run_1/drive_strength.png
Scale bar: 20 um.
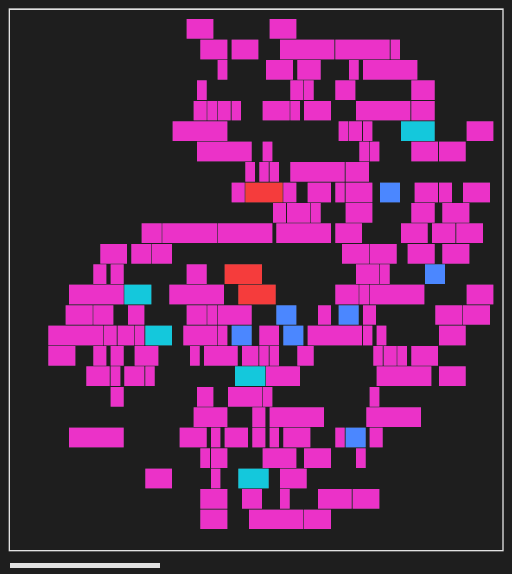
run_1/final_clocks.png
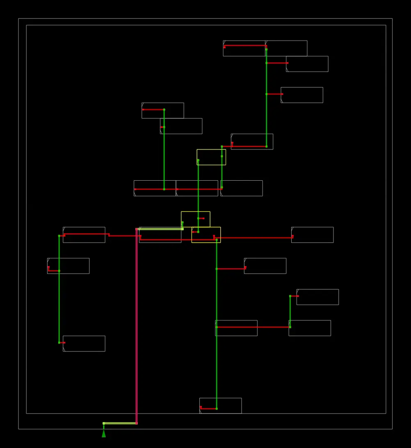
run_1/metal_stack.png
Two of the layers only.
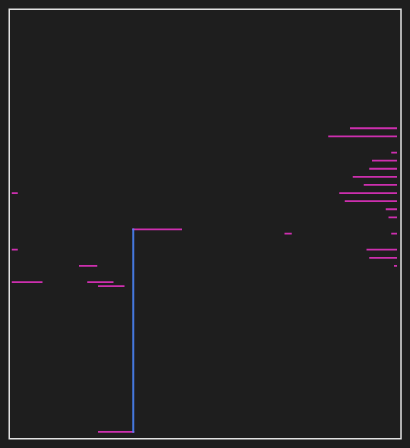
File: src/rtl/shift_register_sequencer.sv
// Load/rotate sequencer for an external shift register: loads a pattern, issues a
// counted number of rotate strobes, and checks the register readback against its own model.
module shift_register_sequencer #(
  parameter int WIDTH        = 5,
  parameter bit CHECK_ENABLE = 1'b1
) (
  input  logic             clockpulse,
  input  logic             notclear,
  input  logic             start,
  input  logic [WIDTH-1:0] preset,
  input  logic [4:0]       steps,
  input  logic             direction,
  input  logic             hold,
  input  logic [WIDTH-1:0] regOut,
  output logic             enablePreset,
  output logic [WIDTH-1:0] presetValue,
  output logic             shiftEnable,
  output logic             shiftLeft,
  output logic             busy,
  output logic             done,
  output logic             mismatch,
  output logic [WIDTH-1:0] expected
);

  // state | meaning
  // IDLE  | waiting for start
  // LOAD  | one-cycle preset strobe to the register
  // SHIFT | one rotate per cycle while hold is low
  // DONE  | one-cycle completion pulse
  typedef enum logic [1:0] {IDLE, LOAD, SHIFT, DONE} state_t;

  state_t           state, state_next;
  logic [4:0]       count;
  logic [WIDTH-1:0] preset_q;
  logic             left_q;
  logic [WIDTH-1:0] expected_q;
  logic [WIDTH-1:0] rotated;
  logic             cmp_valid;
  logic             mismatch_q;
  logic             accept;
  logic             compare_fail;

  always_comb begin
    state_next = state;
    accept     = 1'b0;
    case (state)
      IDLE: begin
        if (start) begin
          accept     = 1'b1;
          state_next = LOAD;
        end
      end
      LOAD:    state_next = (count == 5'd0) ? DONE : SHIFT;
      SHIFT:   if (!hold && count == 5'd1) state_next = DONE;
      DONE:    state_next = IDLE;
      default: state_next = IDLE;
    endcase
  end

  assign enablePreset = (state == LOAD);
  assign shiftEnable  = (state == SHIFT) && !hold;
  assign busy         = (state != IDLE);
  assign done         = (state == DONE);
  assign presetValue  = preset_q;
  assign shiftLeft    = left_q;
  assign expected     = expected_q;

  assign rotated = left_q ? {expected_q[WIDTH-2:0], expected_q[WIDTH-1]}
                          : {expected_q[0], expected_q[WIDTH-1:1]};

  // The register updates on the same edge as expected_q, so the readback is
  // compared in the following cycle; a failure shows immediately, then sticks.
  assign compare_fail = CHECK_ENABLE && cmp_valid && (regOut != expected_q);
  assign mismatch     = CHECK_ENABLE && (mismatch_q || compare_fail);

  always_ff @(posedge clockpulse) begin
    if (!notclear) begin
      state      <= IDLE;
      count      <= '0;
      preset_q   <= '0;
      left_q     <= 1'b0;
      expected_q <= '0;
      cmp_valid  <= 1'b0;
      mismatch_q <= 1'b0;
    end else begin
      state     <= state_next;
      cmp_valid <= enablePreset || shiftEnable;
      if (accept) begin
        preset_q   <= preset;
        count      <= steps;
        left_q     <= direction;
        mismatch_q <= 1'b0;
      end else if (compare_fail) begin
        mismatch_q <= 1'b1;
      end
      if (enablePreset) begin
        expected_q <= preset_q;
      end else if (shiftEnable) begin
        expected_q <= rotated;
        count      <= count - 5'd1;
      end
    end
  end

endmodule

File: config.mk
export PLATFORM = sky130hd
export DESIGN_NAME = shift_register_sequencer
export DESIGN_NICKNAME = d
export VERILOG_FILES = /design/src/rtl/shift_register_sequencer.sv
export SDC_FILE = /design/constraint.sdc
export NUM_CORES = 1
export LEC_CHECK = 0
export CAP_MARGIN = 20
export CORE_ASPECT_RATIO = 1.1
export CORE_UTILIZATION = 25
export CTS_CLUSTER_SIZE = 10
export DETAILED_ROUTE_END_ITERATION = 8
export MAX_ROUTING_LAYER = met4
export PLACE_DENSITY = 0.53
export SLEW_MARGIN = 20
export SYNTH_ARGS = -nofsm -noshare
export SYNTH_HDL_FRONTEND = slang
export SYNTH_SLANG_ARGS = --single-unit
File: constraint.sdc
create_clock -name clockpulse -period 2.1 [get_ports clockpulse]
set_input_delay 0.21 -clock clockpulse [delete_from_list [all_inputs] [get_ports clockpulse]]
set_output_delay 0.21 -clock clockpulse [all_outputs]
set_load 0.02 [all_outputs]
==> results_slide.txt, run 1 <==
Flow Results at a Glance

Run status
  • Status: completed

STA
  • # setup viols final: 0
  • Tmin final: 1.958 ns
  • Tightest Pin Transition: 0.3616 ns
  • Layout Skew: 0.007364 ns
  • Final hold violations: 0
  • Sum of negative setup slack: 0 ns
  • Hold Slack: 0.4707 ns

Worst setup path
  • Crit path capture type: output port
  • Register-to-Register Path Depth: 7
  • Reg-to-reg critical path startpoint: state[1]
  • RR Endpoint: count[4]

Clocking
  • CTS tree: yes
  • H-Tree Level Count: 1

Yosys
  • Seq cells post-synth: 20
  • Adder-cell share of the synthesized area: 0.09019
  • XOR/XNOR Area Share: 0.03946
  • Max-area cell share: 0.3608
  • Mean Syn Cell Area: 8.282 um^2
  • Flip-flops with a built-in enable: 0
  • Syn Nets: 162
  • Top cells by area: dfxtp_1 36%, ha_1 9.0%, a21oi_1 6.8%, nand2_1 6.8%, mux2i_1 4.5%
  • Post-synth mux share: 0.04510
  • Ys cells: 134
  • Yosys top cell by area: dfxtp_1

Flow run
  • Tool warning count: 32

Route
  • Initial drt markers: 67
  • First-pass DRT Iterations: 4
  • Total Wirelength: 2.743 mm

Place
  • DP Area: 1551 um^2

Power
  • LEAKAGE: 0.0005870 uW
  • Cell-internal power: 1051 uW
  • Flop pwr share: 0.329
  • P per Cell Area: 1108 nW/um^2
  • Peak supply drop: 323.3 uV
  • Sw frac: 0.4058

Cells and area
  • ANT cells: 0
  • Layout cell share with drive strength beyond 1: 0.08671
  • Gate Area: 651.9 um^2

Floorplan
  • Die Width: 65.53 um
  • Die area: 4710 um^2
  • Vert. Die Dim: 71.88 um

GRT
  • Vias in the first global route: 1,021
  • Total congestion overflow: 0

Hold path
  • Hold Path End: mismatch_q
  • Min-Delay Startpoint: mismatch_q
About drive_strength.png:
Key: magenta = drive 1 or less [cells 158, share 91%]; cyan = drive 2 [cells 5, share 2.9%]; blue = drive 3 to 4 [cells 7, share 4.0%]; red = drive 6 and up [cells 3, share 1.7%]
min setup slack post-route: 0.1418 ns
Layout area overhead: 43.86%
non-clock buffer count: 42
Post-Layout Inst Area: 1597 um^2

About final_clocks.png:
Sink Count: 20
Latency at later pin: 0.25 ns

About metal_stack.png:
Key: blue = met4 [wire length 34.0 um]; magenta = met3 [wire length 103 um]
via count: 1,047
GRT Resource Usage Total: 0.1290
per-cell routed wire length: 12.08 um

run 1: per-layer routing:
layer	up-vias	routed length [um]	global-route usage
li1	543	-	-
met1	473	1275	0.1639
met2	29	1330	0.2096
met3	2	103	0.01115
met4	0	34	0.05072
met5	-	0	-
run 1: final cells by class:
type | instances | area share
tap | 54 | 0.04232
timing repair buffer | 42 | 0.2516
clock buffer | 3 | 0.02586
inverter | 9 | 0.02116
multi-input combinational | 99 | 0.4083
sequential | 20 | 0.2508
run 1: through the flow:
step	utilization	power [uW]	setup slack, ns
finish	0.3726	1769	0.1418
global route	0.3726	1923	0.003167
CTS	0.3726	1787	0.1047
detailed placement	0.3620	1536	0.01465
global placement	0.3620	1522	-0.01558
floorplan	-	1177	0.4247
run 1: state kept, by name, summed over array words and instances, names as in the netlist:
signal       count
state            2
cmp_valid        1
count            5
presetValue      5
shiftLeft        1
mismatch_q       1
expected         5
run 1: worst max path at each step:
stage	startpoint	endpoint	cells after the start
floorplan	state[1]	count[3]	7
global placement	regOut[4]	mismatch	6
detailed placement	regOut[4]	mismatch	6
CTS	state[0]	shiftEnable	4
global route	state[0]	shiftEnable	4
finish	state[0]	shiftEnable	4
run 1: power by group through the flow:
stage	Combinational, uW	Sequential, uW	Clock, uW
floorplan	561	616	0
global placement	936	586	0
finish	945	581	243
detailed placement	946	590	0
global route	1050	600	274
CTS	949	582	256
run 1: cells in the mapped netlist (all sizes together) (2+ instances only):
library cell	n
dfxtp	20
nand2	20
a21oi	15
nor2	12
ha	8
inv	8
a211o	5
a211oi	5
mux2i	5
clkbuf	4
o21ai	4
xnor2	3
buf	2
nor2b	2
o31ai	2
xor2	2
run 1: critical path, cell delays in order (launching register included):
cell             delay [ns]
dfxtp_1                0.33
inv_1                  0.15
ha_1                   0.20
nor2b_1                0.19
clkdlybuf4s50_1        0.63
==> inputs of run 2 (changes only) <==
--- a/config.mk
+++ b/config.mk
@@ -10,6 +10,7 @@
 export CORE_UTILIZATION = 25
 export CTS_CLUSTER_SIZE = 10
 export DETAILED_ROUTE_END_ITERATION = 8
+export GPL_ROUTABILITY_DRIVEN = 0
 export MAX_ROUTING_LAYER = met4
 export PLACE_DENSITY = 0.53
 export SLEW_MARGIN = 20
==> run 2 against run 1 <==
Maximum frequency unchanged; largest power group unchanged; critical path type unchanged; cell count unchanged; synthesized cell count unchanged; sequential share of layout area unchanged; first-iteration DRC count unchanged.
==> results_slide.txt, run 2 <==
Flow Results at a Glance

Clocking
  • Sink Count: 20
  • CTS tree: yes

Yosys
  • Mean Syn Cell Area: 8.282 um^2
  • Flip-flops with a built-in enable: 0

Power
  • Sw frac: 0.4058
  • P per Cell Area: 1108 nW/um^2
  • Pwr Total: 1769 uW
  • Cell-internal power: 1051 uW

Route
  • Initial drt markers: 67
  • Via count: 1,047
  • Per-cell routed wire length: 12.08 um

Cells and area
  • Layout cell share with drive strength beyond 1: 0.08671

GRT
  • GRT Resource Usage Total: 0.1290

Worst setup path
  • Register-to-Register Path Depth: 7
  • Reg-to-reg critical path startpoint: state[1]

Run status
  • Status: completed

Place
  • DP Area: 1551 um^2

STA
  • # setup viols final: 0
  • Tmin final: 1.958 ns

Flow run
  • Tool warning count: 32
==> run 2: cell counts in the layout (fill, tap and decap cells not counted) <==
Identical to the previous run, type by type.
==> run 2: how the worst max path moves through the flow <==
stage,start,end,slack [ns],cells past startpoint
after floorplan,state[1],count[3],0.42,7
after global placement,regOut[4],mismatch,-0.02,6
after detailed placement,regOut[4],mismatch,0.01,6
after CTS,state[0],shiftEnable,0.10,4
after global routing,state[0],shiftEnable,0.003,4
final,state[0],shiftEnable,0.14,4
==> run 2: cell type report <==
type	count	area, um^2	share of cell area
sequential	20	400.4	0.2508
inverter	9	33.78	0.02116
multi-input combinational	99	651.9	0.4083
timing repair buffer	42	401.6	0.2516
clock buffer	3	41.29	0.02586
tap	54	67.56	0.04232
==> run 2: power groups by stage <==
stage | Sequential [uW] | Combinational (uW) | Clock (uW)
floorplan | 616 | 561 | 0
global placement | 586 | 936 | 0
detailed placement | 590 | 946 | 0
CTS | 582 | 949 | 256
global route | 600 | 1050 | 274
finish | 581 | 945 | 243
==> run 2: per-layer routing <==
metal,vias up,part of all wire,GRT usage,wire (um)
met4,0,0.012,0.05072,34
met5,-,0,-,0
met1,473,0.46,0.1639,1275
met2,29,0.48,0.2096,1330
li1,543,-,-,-
met3,2,0.038,0.01115,103
==> run 2: cell families after synthesis <==
kind of cell,Yosys count,share of synthesized area
AND-OR/OR-AND,40,0.2435
XOR/XNOR,5,0.03947
flip-flops,20,0.3608
multiplexers,5,0.04510
buffers and inverters,15,0.05636
AND/OR/NAND/NOR,41,0.1646
adder cells (fa/ha/maj),8,0.09020
==> run 2: worst min-delay path: stages, from the launching register on <==
cell and delay (ns):
dfxtp_1 0.30, inv_1 0.06, a211oi_1 0.06
==> run 2: timing repair <==
item,CTS,global route
hold buffers,0,0
resized,2,0
endpoints found under the setup margin,1,0
run_2/drive_strength.png
Scale bar: 20 um.
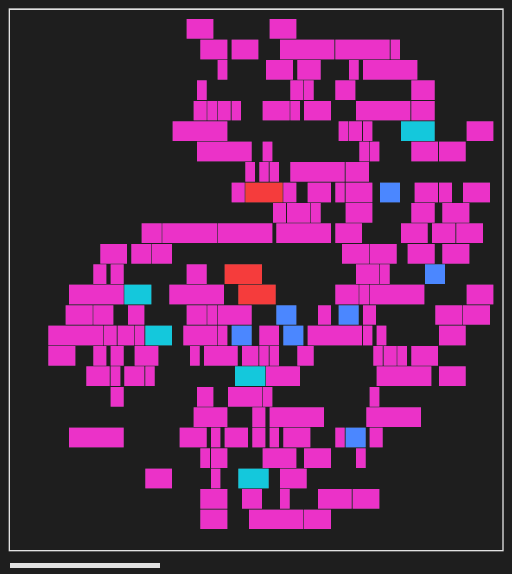
Key: blue = drive 3 to 4 [cells 7, share 4.0%]; red = drive 6 and up [cells 3, share 1.7%]; cyan = drive 2 [cells 5, share 2.9%]; magenta = drive 1 or less [cells 158, share 91%]

run_2/met2.png
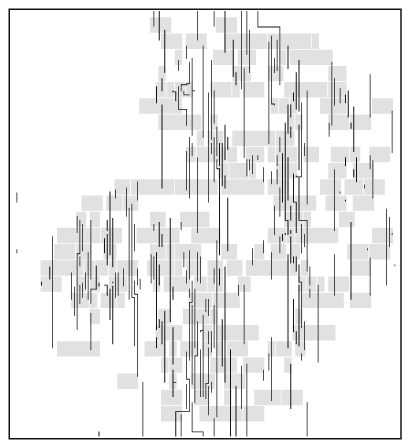
The layer holds 49% of the routed length. The longest straight run is 29.6 um. The wires run mostly vertical.
Total Wirelength: 2.743 mm
grt met2 use: 0.2096

run_2/met1.png
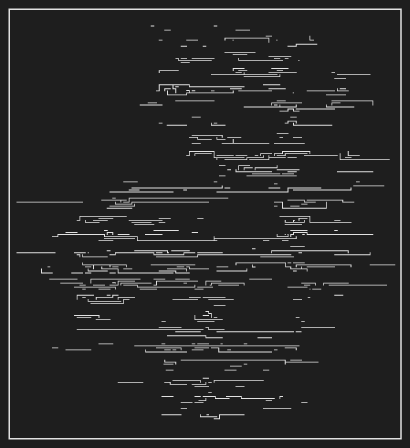
The longest straight run is 27.6 um. The wires run mostly horizontal.
met1 Track Usage GR: 0.1639

==> inputs of run 3 (changes only) <==
--- a/config.mk
+++ b/config.mk
@@ -7,12 +7,12 @@
 export LEC_CHECK = 0
 export CAP_MARGIN = 20
 export CORE_ASPECT_RATIO = 1.1
-export CORE_UTILIZATION = 25
+export CORE_UTILIZATION = 40
 export CTS_CLUSTER_SIZE = 10
 export DETAILED_ROUTE_END_ITERATION = 8
 export GPL_ROUTABILITY_DRIVEN = 0
 export MAX_ROUTING_LAYER = met4
-export PLACE_DENSITY = 0.53
+export PLACE_DENSITY = 0.75
 export SLEW_MARGIN = 20
 export SYNTH_ARGS = -nofsm -noshare
 export SYNTH_HDL_FRONTEND = slang
==> run 3 against run 2 <==
Core utilization is 22 points higher; sequential share of layout area up 1.1 points; synthesized area stayed put; via count shrank 1.7%; synthesized cell count is the same; maximum frequency barely moved; worst hold slack got worse by 0.024 ns; critical path type unchanged.
==> results_slide.txt, run 3 <==
Flow Results at a Glance

Yosys
  • Ys cells: 134
  • Yosys top cell by area: dfxtp_1
  • Top cells by count: 20 x dfxtp_1, 20 x nand2_1, 15 x a21oi_1
  • Top cells by area: dfxtp_1 36%, ha_1 9.0%, a21oi_1 6.8%, nand2_1 6.8%, mux2i_1 4.5%
  • Syn Nets: 162
  • Mean Syn Cell Area: 8.282 um^2
  • Seq cells post-synth: 20
  • Max-area cell share: 0.3608

GRT
  • Total congestion overflow: 0
  • Met1 Track Usage GR: 0.2479
  • Vias in the first global route: 927
  • M3 GR Usage: 0.008000
  • GRT Resource Usage Total: 0.1908

STA
  • Sum of negative setup slack: 0 ns
  • Layout Skew: 0.01081 ns
  • Tmin final: 1.959 ns
  • Final hold violations: 0
  • Tightest Pin Transition: 0.5233 ns

Cells and area
  • Layout cell share with drive strength beyond 1: 0.06471
  • Non-clock buffer share: 0.2445
  • Gate Area: 646.9 um^2
  • ClkCell Share: 0.02371
  • Flop area: 400.4 um^2
  • Util after Layout: 0.5960
  • Flop share of the area: 0.2617
  • Combinational Gates: 99
  • Comb/total area: 0.4227
  • Signal inverters: 9
  • Biggest Area Class: multi-input combinational cells

Power
  • P per Cell Area: 1131 nW/um^2
  • LEAKAGE: 0.0005832 uW
  • Pwr Total: 1730 uW
  • Peak supply drop: 721.1 uV

Clocking
  • H-Tree Level Count: 1
  • Latency at later pin: 0.31 ns
  • CTS tree: yes

Worst setup path
  • Crit path capture type: output port
  • Critical path type: reg -> out

Floorplan
  • Tapcells: 31
  • Die area: 2989 um^2
  • Die Width: 52.22 um
  • Vert. Die Dim: 57.25 um

Run status
  • Status: completed

Flow run
  • Tool warning count: 32

Route
  • Per-cell routed wire length: 12.88 um
  • First-pass DRT Iterations: 4
  • Initial drt markers: 13
[run 3: cell counts after synthesis]
Identical to the previous run, type by type.
[run 3: path summary, 6_finish.rpt]
path	from	end	cells after the start	slack (ns)
setup / recovery	expected[1]	mismatch	5	0.14
hold / removal	preset[0]	presetValue[0]	3	0.45
setup reg to reg	state[1]	count[3]	7	0.41
hold reg to reg	presetValue[1]	expected[1]	2	0.47
[run 3: power breakdown]
part / switching [uW] / internal (uW)
clock: 127 / 106
sequential: 109 / 478
combinational: 486 / 425
total: 722 / 1010
[run 3: cell families after synthesis]
group,share of synthesized area
XOR/XNOR,0.03947
buffers and inverters,0.05636
AND/OR/NAND/NOR,0.1646
AND-OR/OR-AND,0.2435
adder cells (fa/ha/maj),0.09020
flip-flops,0.3608
multiplexers,0.04510
[run 3: stage by stage]
step                std cells  hold slack [ns]  setup slack [ns]  cell area (um^2)
global route              201           0.4478           0.01488              1530
detailed placement        197           0.4643          -0.03681              1493
floorplan                 134           0.3460            0.4247              1110
CTS                       201           0.4439           0.05448              1528
global placement          197           0.4533           0.04483              1493
finish                    201           0.4467            0.1414              1530
[run 3: critical path, cell delays in order, from the launching register on]
cell	delay, ns
dfxtp_1	0.45
xnor2_1	0.15
nand3_1	0.10
o31ai_1	0.34
nand2_1	0.08
dlygate4sd2_1	0.34
[run 3: repair_timing]
item / CTS / global route
hold endpoints to repair: 0 / 0
endpoints found under the setup margin: 1 / 1
hold buffers: 0 / 0
gates resized: 1 / 1
[run 3: routing by layer]
layer,up-vias,part of all wire,routed length (um)
met5,-,0,0
met4,0,0.0089,23
met1,465,0.46,1203
li1,537,-,-
met2,25,0.49,1274
met3,2,0.034,87
run_3/final_clocks.png
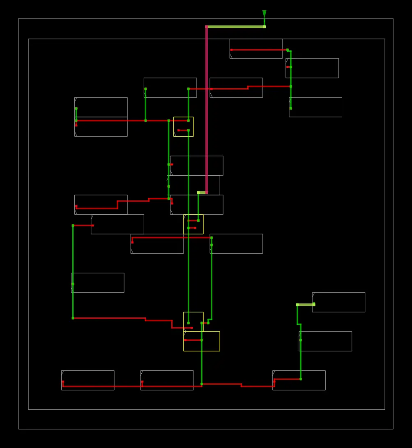
flop count: 20
CTS Buf Count: 3

run_3/drive_strength.png
Scale bar: 20 um.
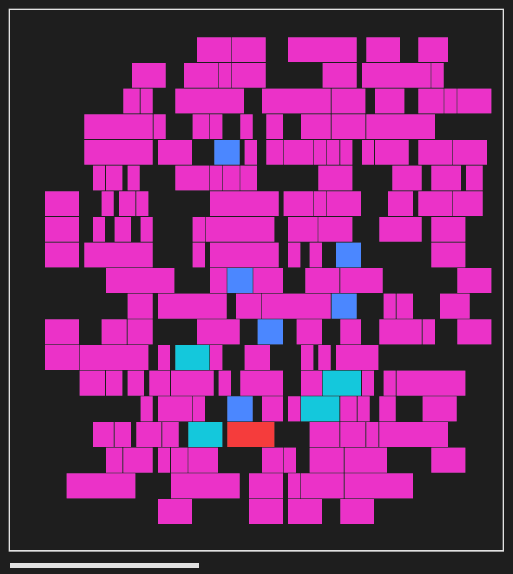
Key: magenta = drive 1 or less [cells 159, share 94%]; red = drive 6 and up [cells 1, share 0.59%]; cyan = drive 2 [cells 4, share 2.4%]; blue = drive 3 to 4 [cells 6, share 3.5%]
Post-Layout Inst Area: 1530 um^2
min setup slack post-route: 0.1414 ns
Layout area overhead: 37.88%
non-clock buffer count: 38

run_3/met2.png
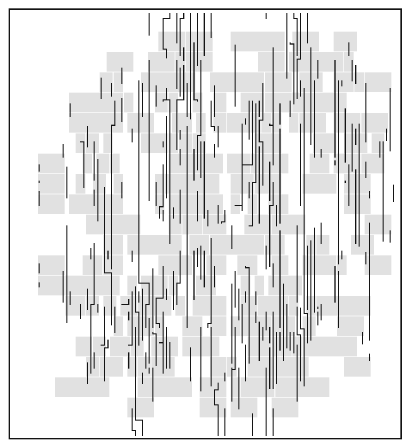
The layer carries 1,270 um of wire. The longest straight run is 30.1 um. The wires run mostly vertical. 153 nets have wire on it.
Total Wirelength: 2.588 mm
via count: 1,029
grt met2 use: 0.3040

Power figures rest on the tool's default switching activity, not on a simulated workload.
